===== src/rtl/spi_arb_pkg.sv =====
// Shared types and helpers for the round-robin arbitrated SPI master.
package spi_arb_pkg;

    localparam int SPI_BITS = 8;
    localparam int MAX_REQ  = 8;

    typedef enum logic [2:0] {
        ST_IDLE,
        ST_SETUP,
        ST_SHIFT,
        ST_WAIT,
        ST_HOLD,
        ST_GAP
    } spi_arb_state_e;

    // Returns {found, index}; scanning from the top down lets the entry closest to ptr win.
    function automatic logic [3:0] rr_pick(input logic [MAX_REQ-1:0] valid,
                                           input logic [2:0]         ptr,
                                           input int                 num_req);
        logic [3:0] pick;
        int         idx;
        pick = '0;
        for (int i = MAX_REQ - 1; i >= 0; i--) begin
            if (i < num_req) begin
                idx = (int'(ptr) + i) % num_req;
                if (valid[idx[2:0]]) begin
                    pick = {1'b1, idx[2:0]};
                end
            end
        end
        return pick;
    endfunction

endpackage


===== src/rtl/spi_rr_arbiter.sv =====
// Round-robin grant over NUM_REQ requesters; the pointer moves past the winner on each accepted grant.
module spi_rr_arbiter #(
    parameter int NUM_REQ = 2
) (
    input  logic               io_clock,
    input  logic               io_resetn,
    input  logic [NUM_REQ-1:0] req_valid,
    input  logic               advance,
    output logic [NUM_REQ-1:0] grant,
    output logic [2:0]         grant_idx
);
    import spi_arb_pkg::*;

    logic [2:0]         ptr_q;
    logic [2:0]         ptr_d;
    logic [MAX_REQ-1:0] valid_ext;
    logic [3:0]         pick;

    always_comb begin
        valid_ext                = '0;
        valid_ext[NUM_REQ-1:0]   = req_valid;
        pick                     = rr_pick(valid_ext, ptr_q, NUM_REQ);
        grant_idx                = pick[2:0];
        grant                    = '0;
        for (int i = 0; i < NUM_REQ; i++) begin
            grant[i] = pick[3] && (pick[2:0] == 3'(i));
        end
        ptr_d = ptr_q;
        if (advance) begin
            ptr_d = (int'(pick[2:0]) == NUM_REQ - 1) ? 3'd0 : pick[2:0] + 3'd1;
        end
    end

    always_ff @(posedge io_clock or negedge io_resetn) begin
        if (!io_resetn) begin
            ptr_q <= '0;
        end else begin
            ptr_q <= ptr_d;
        end
    end

endmodule


===== src/rtl/spi_arbiter_master.sv =====
// Mode-0 MSB-first SPI master shared by NUM_REQ requesters; each owner keeps SS low for its whole burst.
module spi_arbiter_master #(
    parameter int NUM_REQ = 2,
    parameter int CLK_DIV = 4
) (
    input  logic                 io_clock,
    input  logic                 io_resetn,
    input  logic [NUM_REQ-1:0]   io_req_valid,
    output logic [NUM_REQ-1:0]   io_req_ready,
    input  logic [NUM_REQ*8-1:0] io_req_data,
    input  logic [NUM_REQ-1:0]   io_req_last,
    output logic [NUM_REQ-1:0]   io_rsp_valid,
    output logic [7:0]           io_rsp_data,
    output logic                 io_spi_sclk,
    output logic                 io_spi_ss,
    output logic                 io_spi_mosi,
    input  logic                 io_spi_miso
);
    import spi_arb_pkg::*;

    localparam int               DIV_W    = $clog2(CLK_DIV + 1);
    localparam logic [DIV_W-1:0] DIV_LOAD = DIV_W'(CLK_DIV - 1);

    spi_arb_state_e     state_q, state_d;
    logic [DIV_W-1:0]   div_q, div_d;
    logic [2:0]         bit_q, bit_d;
    logic [7:0]         tx_q, tx_d;
    logic [7:0]         rx_q, rx_d;
    logic [2:0]         owner_q, owner_d;
    logic               last_q, last_d;
    logic               sclk_q, sclk_d;
    logic               ss_q, ss_d;
    logic [NUM_REQ-1:0] rsp_valid_q, rsp_valid_d;
    logic [7:0]         rsp_data_q, rsp_data_d;

    logic [NUM_REQ-1:0] grant;
    logic [2:0]         grant_idx;
    logic [2:0]         sel_idx;
    logic [7:0]         sel_data;
    logic               sel_last;
    logic               handshake;
    logic               advance;

    spi_rr_arbiter #(.NUM_REQ(NUM_REQ)) u_arb (
        .io_clock  (io_clock),
        .io_resetn (io_resetn),
        .req_valid (io_req_valid),
        .advance   (advance),
        .grant     (grant),
        .grant_idx (grant_idx)
    );

    // In WAIT only the current owner may continue its burst; everyone else is blocked.
    always_comb begin
        io_req_ready = '0;
        if (io_resetn) begin
            if (state_q == ST_IDLE) begin
                io_req_ready = grant;
            end else if (state_q == ST_WAIT) begin
                for (int i = 0; i < NUM_REQ; i++) begin
                    io_req_ready[i] = (owner_q == 3'(i)) && io_req_valid[i];
                end
            end
        end
        handshake = |(io_req_ready & io_req_valid);
        advance   = handshake && (state_q == ST_IDLE);
        sel_idx   = (state_q == ST_IDLE) ? grant_idx : owner_q;
        sel_data  = '0;
        sel_last  = 1'b0;
        for (int i = 0; i < NUM_REQ; i++) begin
            if (sel_idx == 3'(i)) begin
                sel_data = io_req_data[8*i +: 8];
                sel_last = io_req_last[i];
            end
        end
    end

    always_comb begin
        state_d     = state_q;
        div_d       = div_q;
        bit_d       = bit_q;
        tx_d        = tx_q;
        rx_d        = rx_q;
        owner_d     = owner_q;
        last_d      = last_q;
        sclk_d      = sclk_q;
        ss_d        = ss_q;
        rsp_valid_d = '0;
        rsp_data_d  = rsp_data_q;

        if ((state_q == ST_IDLE || state_q == ST_WAIT) && handshake) begin
            if (state_q == ST_IDLE) begin
                owner_d = grant_idx;
            end
            tx_d    = sel_data;
            last_d  = sel_last;
            ss_d    = 1'b0;
            sclk_d  = 1'b0;
            div_d   = DIV_LOAD;
            state_d = ST_SETUP;
        end else begin
            case (state_q)
                ST_IDLE: begin
                    ss_d   = 1'b1;
                    sclk_d = 1'b0;
                end
                ST_SETUP: begin
                    if (div_q == '0) begin
                        div_d   = DIV_LOAD;
                        bit_d   = '0;
                        state_d = ST_SHIFT;
                    end else begin
                        div_d = div_q - DIV_W'(1);
                    end
                end
                // The rx byte is complete at the end of the last high phase, so it is reported as-is.
                ST_SHIFT: begin
                    if (div_q == '0) begin
                        div_d = DIV_LOAD;
                        if (!sclk_q) begin
                            sclk_d = 1'b1;
                            rx_d   = {rx_q[6:0], io_spi_miso};
                        end else begin
                            sclk_d = 1'b0;
                            if (bit_q == 3'(SPI_BITS - 1)) begin
                                for (int i = 0; i < NUM_REQ; i++) begin
                                    rsp_valid_d[i] = (owner_q == 3'(i));
                                end
                                rsp_data_d = rx_q;
                                state_d    = last_q ? ST_HOLD : ST_WAIT;
                            end else begin
                                bit_d = bit_q + 3'd1;
                                tx_d  = {tx_q[6:0], 1'b0};
                            end
                        end
                    end else begin
                        div_d = div_q - DIV_W'(1);
                    end
                end
                ST_WAIT: begin
                    sclk_d = 1'b0;
                end
                ST_HOLD: begin
                    if (div_q == '0) begin
                        ss_d    = 1'b1;
                        div_d   = DIV_LOAD;
                        state_d = ST_GAP;
                    end else begin
                        div_d = div_q - DIV_W'(1);
                    end
                end
                ST_GAP: begin
                    if (div_q == '0) begin
                        state_d = ST_IDLE;
                    end else begin
                        div_d = div_q - DIV_W'(1);
                    end
                end
                default: begin
                    state_d = ST_IDLE;
                end
            endcase
        end
    end

    always_ff @(posedge io_clock or negedge io_resetn) begin
        if (!io_resetn) begin
            state_q     <= ST_IDLE;
            div_q       <= '0;
            bit_q       <= '0;
            tx_q        <= '0;
            rx_q        <= '0;
            owner_q     <= '0;
            last_q      <= 1'b0;
            sclk_q      <= 1'b0;
            ss_q        <= 1'b1;
            rsp_valid_q <= '0;
            rsp_data_q  <= '0;
        end else begin
            state_q     <= state_d;
            div_q       <= div_d;
            bit_q       <= bit_d;
            tx_q        <= tx_d;
            rx_q        <= rx_d;
            owner_q     <= owner_d;
            last_q      <= last_d;
            sclk_q      <= sclk_d;
            ss_q        <= ss_d;
            rsp_valid_q <= rsp_valid_d;
            rsp_data_q  <= rsp_data_d;
        end
    end

    assign io_spi_sclk  = sclk_q;
    assign io_spi_ss    = ss_q;
    assign io_spi_mosi  = tx_q[7];
    assign io_rsp_valid = rsp_valid_q;
    assign io_rsp_data  = rsp_data_q;

endmodule


===== config.mk =====
export PLATFORM = sky130hd
export DESIGN_NAME = spi_arbiter_master
export DESIGN_NICKNAME = d
export VERILOG_FILES = /design/src/rtl/spi_arb_pkg.sv /design/src/rtl/spi_rr_arbiter.sv /design/src/rtl/spi_arbiter_master.sv
export SDC_FILE = /design/constraint.sdc
export NUM_CORES = 1
export LEC_CHECK = 0
export ABC_AREA = 1
export CORE_UTILIZATION = 52
export CTS_CLUSTER_DIAMETER = 30
export DETAILED_ROUTE_END_ITERATION = 7
export PLACE_DENSITY = 0.76
export SLEW_MARGIN = 5
export SYNTH_ARGS = -nofsm -noshare
export SYNTH_HDL_FRONTEND = slang
export SYNTH_SLANG_ARGS = --single-unit

===== constraint.sdc =====
create_clock -name io_clock -period 2.1 [get_ports io_clock]
set_input_delay 0.42 -clock io_clock [delete_from_list [all_inputs] [get_ports io_clock]]
set_output_delay 0.42 -clock io_clock [all_outputs]
set_load 0.03 [all_outputs]

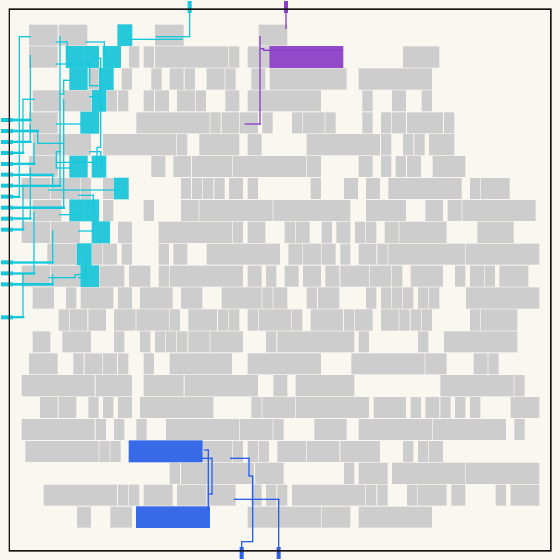
Fig. 1. Nets reached from selected ports (run 1).
port	colour	bits	direction	end cells	buffers	wire
io_rsp_valid	blue	2	output	2	2	40.9 um
io_spi_mosi	purple	1	output	1	1	25.0 um
io_req_data	cyan	16	input	16	16	247 um
number of port buffers: 37
I/O pin count: 38

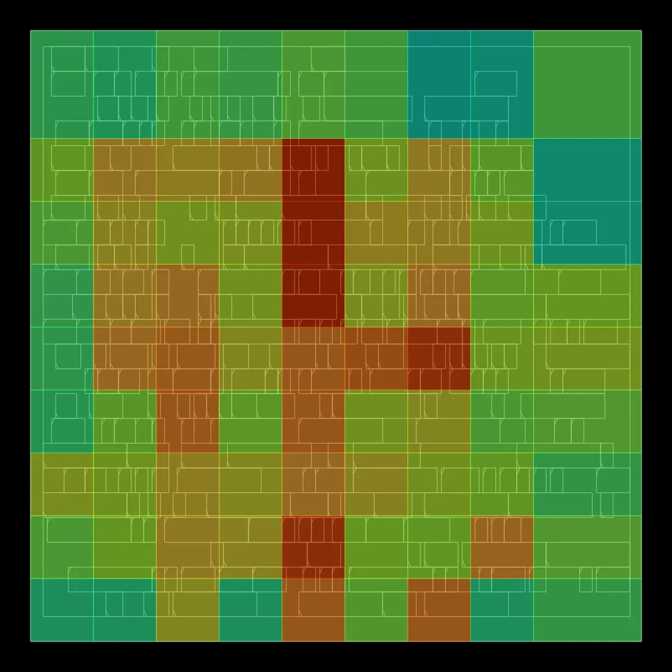
Fig. 2. Routing congestion map (run 1).
gr usage total: 0.227
met3 global-route usage: 0.0479

==> qor.log, run 1 <==
INFO  route          route.met3.wl=163um
INFO  hold_path      min_path_type=in2async
INFO  floorplan      floorplan.initialDensity=0.546
INFO  synthesis      seq_area_frac_synth=0.478
INFO  critical_path  critPathLaunchType=primary input
INFO  grt            grt_pass1_wl=7.57mm
INFO  critical_path  timing.critical_path.depth=7
INFO  route          drc=0
INFO  critical_path  r2r.worst_path.cells=9
INFO  power_and_ir_drop power.clock.total=0.000530W
INFO  critical_path  reg2reg_to=div_q[1]
INFO  power_and_ir_drop seq-power=0.00123W
INFO  route          detail_route.iter0.violations=162
INFO  clock_network  clock_tree.buffer_depth=2
INFO  route          post_drt_via_cell_ratio=5.18
INFO  synthesis      synthDominantCellAreaShare=0.466
INFO  final_timing   setup-tns-final=0ps
INFO  route          route.detailed.wl_per_inst=12.8um
INFO  synthesis      post_synth_main_logic_family=simple AND/OR/NAND/NOR gates
INFO  critical_path  worstReg2RegStart=div_q[0]
INFO  final_timing   post-route-min-period=2050ps
INFO  grt            top_usage_layer=met2
INFO  place          dp.final_hpwl=3.45mm
INFO  route          routed_wirelength=4.56mm
INFO  power_and_ir_drop power.combinational.fraction=0.473
INFO  synthesis      topCellsByArea=sky130_fd_sc_hd__dfrtp_1, sky130_fd_sc_hd__nand2_1, sky130_fd_sc_hd__nand3_1
INFO  critical_path  cp_cell_sequence=clkdlybuf4s50_1 > a21oi_2 > nor2_2 > nor2_2 > nand2_4 > inv_1 > buf_4
INFO  critical_path  setup.worst_path.class=in2out
INFO  power_and_ir_drop power_density=1210mW/mm^2
INFO  power_and_ir_drop share_clk_of_total_power=0.159
INFO  clock_network  cts.sink_count=42
INFO  grt            grt_antenna_before_repair=0
INFO  synthesis      synthDominantAreaCellType=sky130_fd_sc_hd__dfrtp_1
INFO  clock_network  clock_tree_from_tritoncts=yes
INFO  power_and_ir_drop ir_worst_vdd=0.815mV
INFO  route          drt_pre_antenna_iters=4
INFO  power_and_ir_drop power.leakage=1.37nW
INFO  synthesis      ys_cells=258
INFO  synthesis      post_synth_num_cell_types=29
INFO  final_timing   unrepaired_setup_endpoints_after_global_routing=no
INFO  critical_path  critPathBufInv=3
INFO  synthesis      synth_top_flop_cell=sky130_fd_sc_hd__dfrtp_1
INFO  grt            global_route.overflow_total=0
INFO  route          dr_total_vias=1844
INFO  final_timing   hold_violations=0
INFO  final_timing   drv_slew=0
INFO  synthesis      synth_compound_gate_area_share=0.0535
INFO  clock_network  tritoncts.num_buffers=5
INFO  critical_path  critical_path.top_delay_family=buffers and inverters
INFO  grt            vias_in_the_first_global_route=1740
INFO  route          routedLengthMet1=2.12mm
INFO  critical_path  ff2ff_setup_slack=380ps
INFO  synthesis      synth_area_per_cell=8.53um^2
INFO  power_and_ir_drop power.combinational.total=0.00158W
INFO  route          routed_antenna_nets=0
INFO  synthesis      mappedNetlistNets=285
INFO  critical_path  worstSetupEndpoint=io_req_ready[0]
INFO  power_and_ir_drop p_seq_frac=0.368
INFO  final_timing   final-setup-viol-count=0
INFO  critical_path  worstSetupEndpointType=output port
INFO  final_timing   relSlewSlack=0.644
INFO  critical_path  setup_crit_start=io_req_valid[1]
INFO  final_layout   final_cell_area=0.00276mm^2
INFO  final_timing   postLayoutSetupSlackWorst=50.7ps
INFO  clock_network  cts_root_buffer=sky130_fd_sc_hd__clkbuf_8
INFO  critical_path  critPathMostFrequentCell=sky130_fd_sc_hd__nor2_2
INFO  place          placement.setup.worst_slack=43.1ps
INFO  power_and_ir_drop total_switching_power=0.00142W
INFO  synthesis      synthArstFlopShare=1.00
INFO  synthesis      syn_inst=258
INFO  status         status=finished, final reports clean
INFO  synthesis      mux_share=0.0307
INFO  synthesis      synth-xor-area-share=0.00398
INFO  final_layout   final_layout_size_suffix_gt1_frac=0.154
INFO  final_layout   area_growth_syn_to_layout=25.3%
INFO  critical_path  arrival=1630ps
INFO  floorplan      placementRows=23
INFO  critical_path  crit_path_top_delay_cell=sky130_fd_sc_hd__clkdlybuf4s50_1
INFO  final_timing   timing.final.crit_share=0.976
INFO  synthesis      post_synth_most_frequent_cells=sky130_fd_sc_hd__nand2_1, sky130_fd_sc_hd__dfrtp_1, sky130_fd_sc_hd__nand3_1, sky130_fd_sc_hd__inv_1, sky130_fd_sc_hd__nand4_1
INFO  power_and_ir_drop power.largest_group=combinational cells
INFO  floorplan      die_x=67.0um
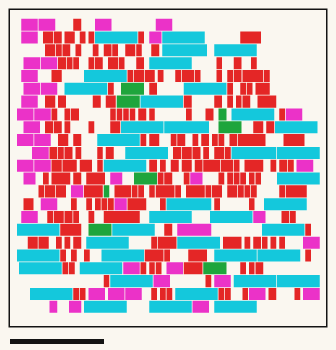
Fig. 3. Cell classes on the final placement (run 1).
Scale bar: 20 um.
class	colour	cells
clock drivers and dummy loads	green	8
registers	cyan	42
remaining logic cells	red	212
remaining buffers and delay cells	magenta	44

[run 1: registers in the layout (all words and copies together) (netlist names)]
name	flops
io_spi_sclk	1
div_q	3
state_q	3
owner_q	3
io_rsp_valid	2
io_rsp_data	8
bit_q	3
u_arb.ptr_q	1
io_spi_ss	1
last_q	1
rx_q	8
tx_q	8
[run 1: final cells by class]
type,instances,area [um^2],area share
clock inverters,1,5.00,0.00182
well taps,50,62.6,0.0227
repair buffers,44,425,0.154
flip-flops and latches,42,1060,0.383
clock buffers,7,86.3,0.0313
multi-input cells,188,1030,0.374
inverters,24,90.1,0.0327
[run 1: repair_timing]
item / in CTS / in global routing
setup buffers: 0 / 2
setup endpoints to repair: 0 / 2
hold buffers: 0 / 0
resized: 0 / 4
==> run 1 -> run 2 <==
- CAP_MARGIN: default -> 40
- CORE_MARGIN: default -> 4
- TNS_END_PERCENT: default -> 10
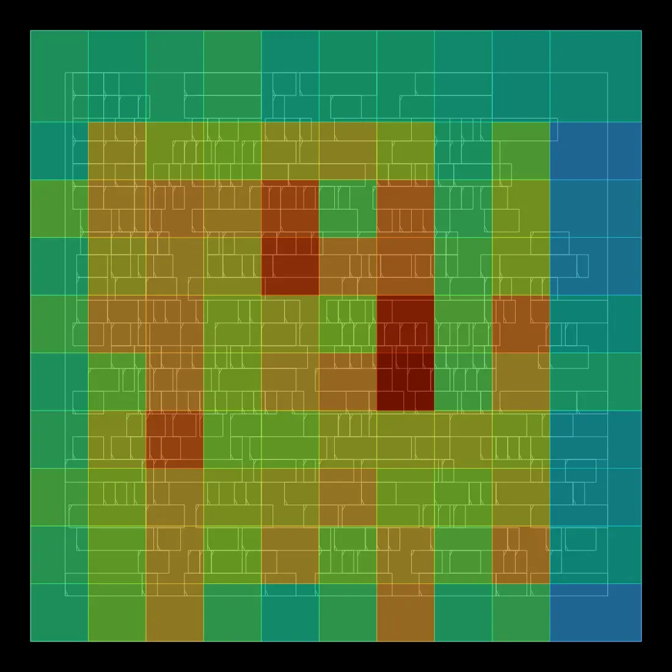
Fig. 4. Routing congestion map (run 2).
met1 track demand over resource: 0.253
met2 capacity usage during global routing: 0.300
gr usage total: 0.189
final cell utilization of the core: 0.680
average wire per cell in the routed design: 12.6 um

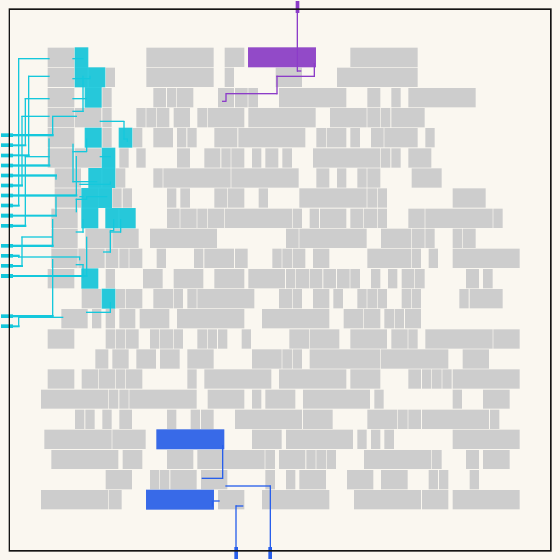
Fig. 5. Nets reached from selected ports (run 2).
port	colour	bits	direction	end cells	buffers	wire
io_req_data	cyan	16	input	16	16	253 um
io_spi_mosi	purple	1	output	1	1	26.0 um
io_rsp_valid	blue	2	output	2	2	29.6 um

==> run 2 against run 1 <==
Effect of this change:
- sequential cell count unchanged
- register-to-register slack got worse by 100 ps
- combinational power decreased by 3%
- final cell count unchanged
- critical path depth unchanged
- sequential share of layout area decreased by 0.19 points
- critical path type unchanged
- worst setup slack improved by 3.5 ps
==> qor.log, run 2 <==
INFO  final_layout   inverters_excl_clock=24
INFO  route          routed_wirelength=4.47mm
INFO  clock_network  cts_setup_buffers=0
INFO  power_and_ir_drop ir_worst_vdd=0.610mV
INFO  critical_path  setup_crit_start=io_req_valid[1]
INFO  synthesis      synthArstFlopShare=1.00
INFO  grt            global_route.overflow_total=0
INFO  grt            grt_pass1_wl=7.87mm
INFO  final_timing   postLayoutSetupSlackWorst=54.3ps
INFO  clock_network  cts_repair_resize_count=0
INFO  place          dp.final_hpwl=3.39mm
INFO  synthesis      mappedNetlistNets=285
INFO  grt            top_usage_layer=met2
INFO  grt            vias_in_the_first_global_route=1774
INFO  final_layout   area_growth_syn_to_layout=25.5%
INFO  critical_path  arrival=1630ps
INFO  floorplan      design.portCount=38
INFO  route          detail_route.iter0.violations=100
INFO  critical_path  critPathLaunchType=primary input
INFO  synthesis      topCellsByArea=sky130_fd_sc_hd__dfrtp_1, sky130_fd_sc_hd__nand2_1, sky130_fd_sc_hd__nand3_1
INFO  final_timing   setup-tns-final=0ps
INFO  critical_path  r2r.worst_path.cells=8
INFO  clock_network  tritoncts.num_buffers=5
INFO  route          wl_met2=2.06mm
INFO  final_layout   final_cell_area=0.00276mm^2
INFO  synthesis      ys_cells=258
INFO  route          post_drt_via_cell_ratio=5.22
INFO  floorplan      taps=50
INFO  final_layout   n_all_buffers=44
INFO  final_layout   clock_buffer_count=5
INFO  critical_path  setup.worst_path.class=in2out
INFO  hold_path      min_path_type=in2async
INFO  final_layout   nMultiInputCombCells=188
INFO  final_layout   layout.buffer.nonclock.area_share=0.150
INFO  critical_path  critPathBufInv=3
INFO  route          route.met3.wl=221um
INFO  clock_network  clock_insertion_delay_worst_skew=300ps
INFO  final_layout   sh_comb_area=0.372
INFO  critical_path  cp_cell_sequence=clkdlybuf4s50_1 > a21oi_1 > nor2_2 > nor2_2 > nand2_4 > inv_1 > buf_4
INFO  synthesis      synthDominantAreaCellType=sky130_fd_sc_hd__dfrtp_1
INFO  final_layout   design.seq.count=42
INFO  synthesis      post_synth_most_frequent_cells=sky130_fd_sc_hd__nand2_1, sky130_fd_sc_hd__dfrtp_1, sky130_fd_sc_hd__nand3_1, sky130_fd_sc_hd__inv_1, sky130_fd_sc_hd__nand4_1
INFO  final_layout   final_layout_size_suffix_gt1_frac=0.141
INFO  route          routedLengthMet1=2.12mm
INFO  power_and_ir_drop power.leakage=1.38nW
INFO  route          drc=0
INFO  final_timing   worst_clock_skew=8.18ps
INFO  clock_network  cts.sink_count=42
INFO  power_and_ir_drop share_clk_of_total_power=0.189
INFO  route          dr_total_vias=1857
INFO  synthesis      post_synthesis_instance_area=0.00220mm^2
INFO  final_timing   relSlewSlack=0.670
INFO  final_timing   tightest_slew=490ps
INFO  final_timing   final-setup-viol-count=0
INFO  clock_network  clock_tree.buffer_depth=2
INFO  clock_network  cts_root_buffer=sky130_fd_sc_hd__clkbuf_8
INFO  grt            groute.layer.met3.usage=0.0468
INFO  final_layout   seq-cell-share=0.381
INFO  clock_network  cts.hold.buffers_added=1
INFO  final_timing   post-route-min-period=2050ps
INFO  power_and_ir_drop p_seq_frac=0.359
INFO  final_layout   clock_cell_area_share=0.0408
INFO  floorplan      die_x=73.0um
INFO  grt            grt_antenna_before_repair=0
INFO  floorplan      placementRows=23
INFO  route          drt_pre_antenna_iters=4
INFO  final_timing   timing.final.crit_share=0.974
INFO  final_timing   hold_slack=264ps
INFO  synthesis      post_synth_num_cell_types=29
INFO  place          placement.setup.worst_slack=40.7ps
INFO  final_timing   drv_slew=0
INFO  final_layout   multiInputGateArea=0.00103mm^2
INFO  floorplan      placeableCoreArea=0.00406mm^2
INFO  final_timing   fmaxAchievable=489MHz
INFO  critical_path  reg2reg_to=io_rsp_valid[0]
INFO  final_layout   regArea=0.00105mm^2
INFO  critical_path  worstReg2RegStart=div_q[0]
INFO  synthesis      syn_inst=258
INFO  synthesis      synth_top_flop_cell=sky130_fd_sc_hd__dfrtp_1
INFO  final_layout   largest_class=sequential cells
INFO  place          placement.io_buffers=37
INFO  synthesis      synthDominantCellAreaShare=0.466
INFO  floorplan      floorplan.initialDensity=0.542
INFO  critical_path  timing.critical_path.depth=7
INFO  final_timing   hold_violations=0
INFO  power_and_ir_drop power_density=1230mW/mm^2
INFO  critical_path  worstSetupEndpointType=output port
INFO  critical_path  worstSetupEndpoint=io_req_ready[0]
INFO  critical_path  critical_path.top_delay_family=buffers and inverters
INFO  power_and_ir_drop total_switching_power=0.00143W
INFO  route          routed_antenna_nets=0
INFO  clock_network  clock_tree_from_tritoncts=yes
INFO  synthesis      seq_area_frac_synth=0.478
INFO  power_and_ir_drop cellInternalPower=0.00198W
INFO  critical_path  ff2ff_setup_slack=280ps
INFO  power_and_ir_drop power.combinational.fraction=0.452
INFO  clock_network  path_clk_slew=80ps
INFO  synthesis      synth_area_per_cell=8.53um^2
INFO  status         status=finished, final reports clean
INFO  critical_path  crit_path_top_delay_cell=sky130_fd_sc_hd__clkdlybuf4s50_1
INFO  critical_path  critPathMostFrequentCell=sky130_fd_sc_hd__nor2_2
## run 2: cell counts after synthesis
No cell type changed its count.
## run 2: cells by family after synthesis
kind of cell | Yosys count | share of synthesized area
AND/OR/NAND/NOR | 155 | 0.356
flip-flops | 42 | 0.478
buffers and inverters | 28 | 0.0546
AND-OR/OR-AND | 22 | 0.0535
multiplexers | 6 | 0.0307
adder cells (fa/ha/maj) | 4 | 0.0228
XOR/XNOR | 1 | 0.00398
## run 2: power by group through the flow
stage                     registers [W]  clock network, W  logic [W]
final                           0.00122          0.000643    0.00154
after global routing            0.00125          0.000693    0.00177
after global placement          0.00123                 0    0.00150
after detailed placement        0.00123                 0    0.00154
after floorplan                 0.00124                 0    0.00112
after CTS                       0.00122          0.000658    0.00154
Power is estimated from default activity; no workload was simulated.
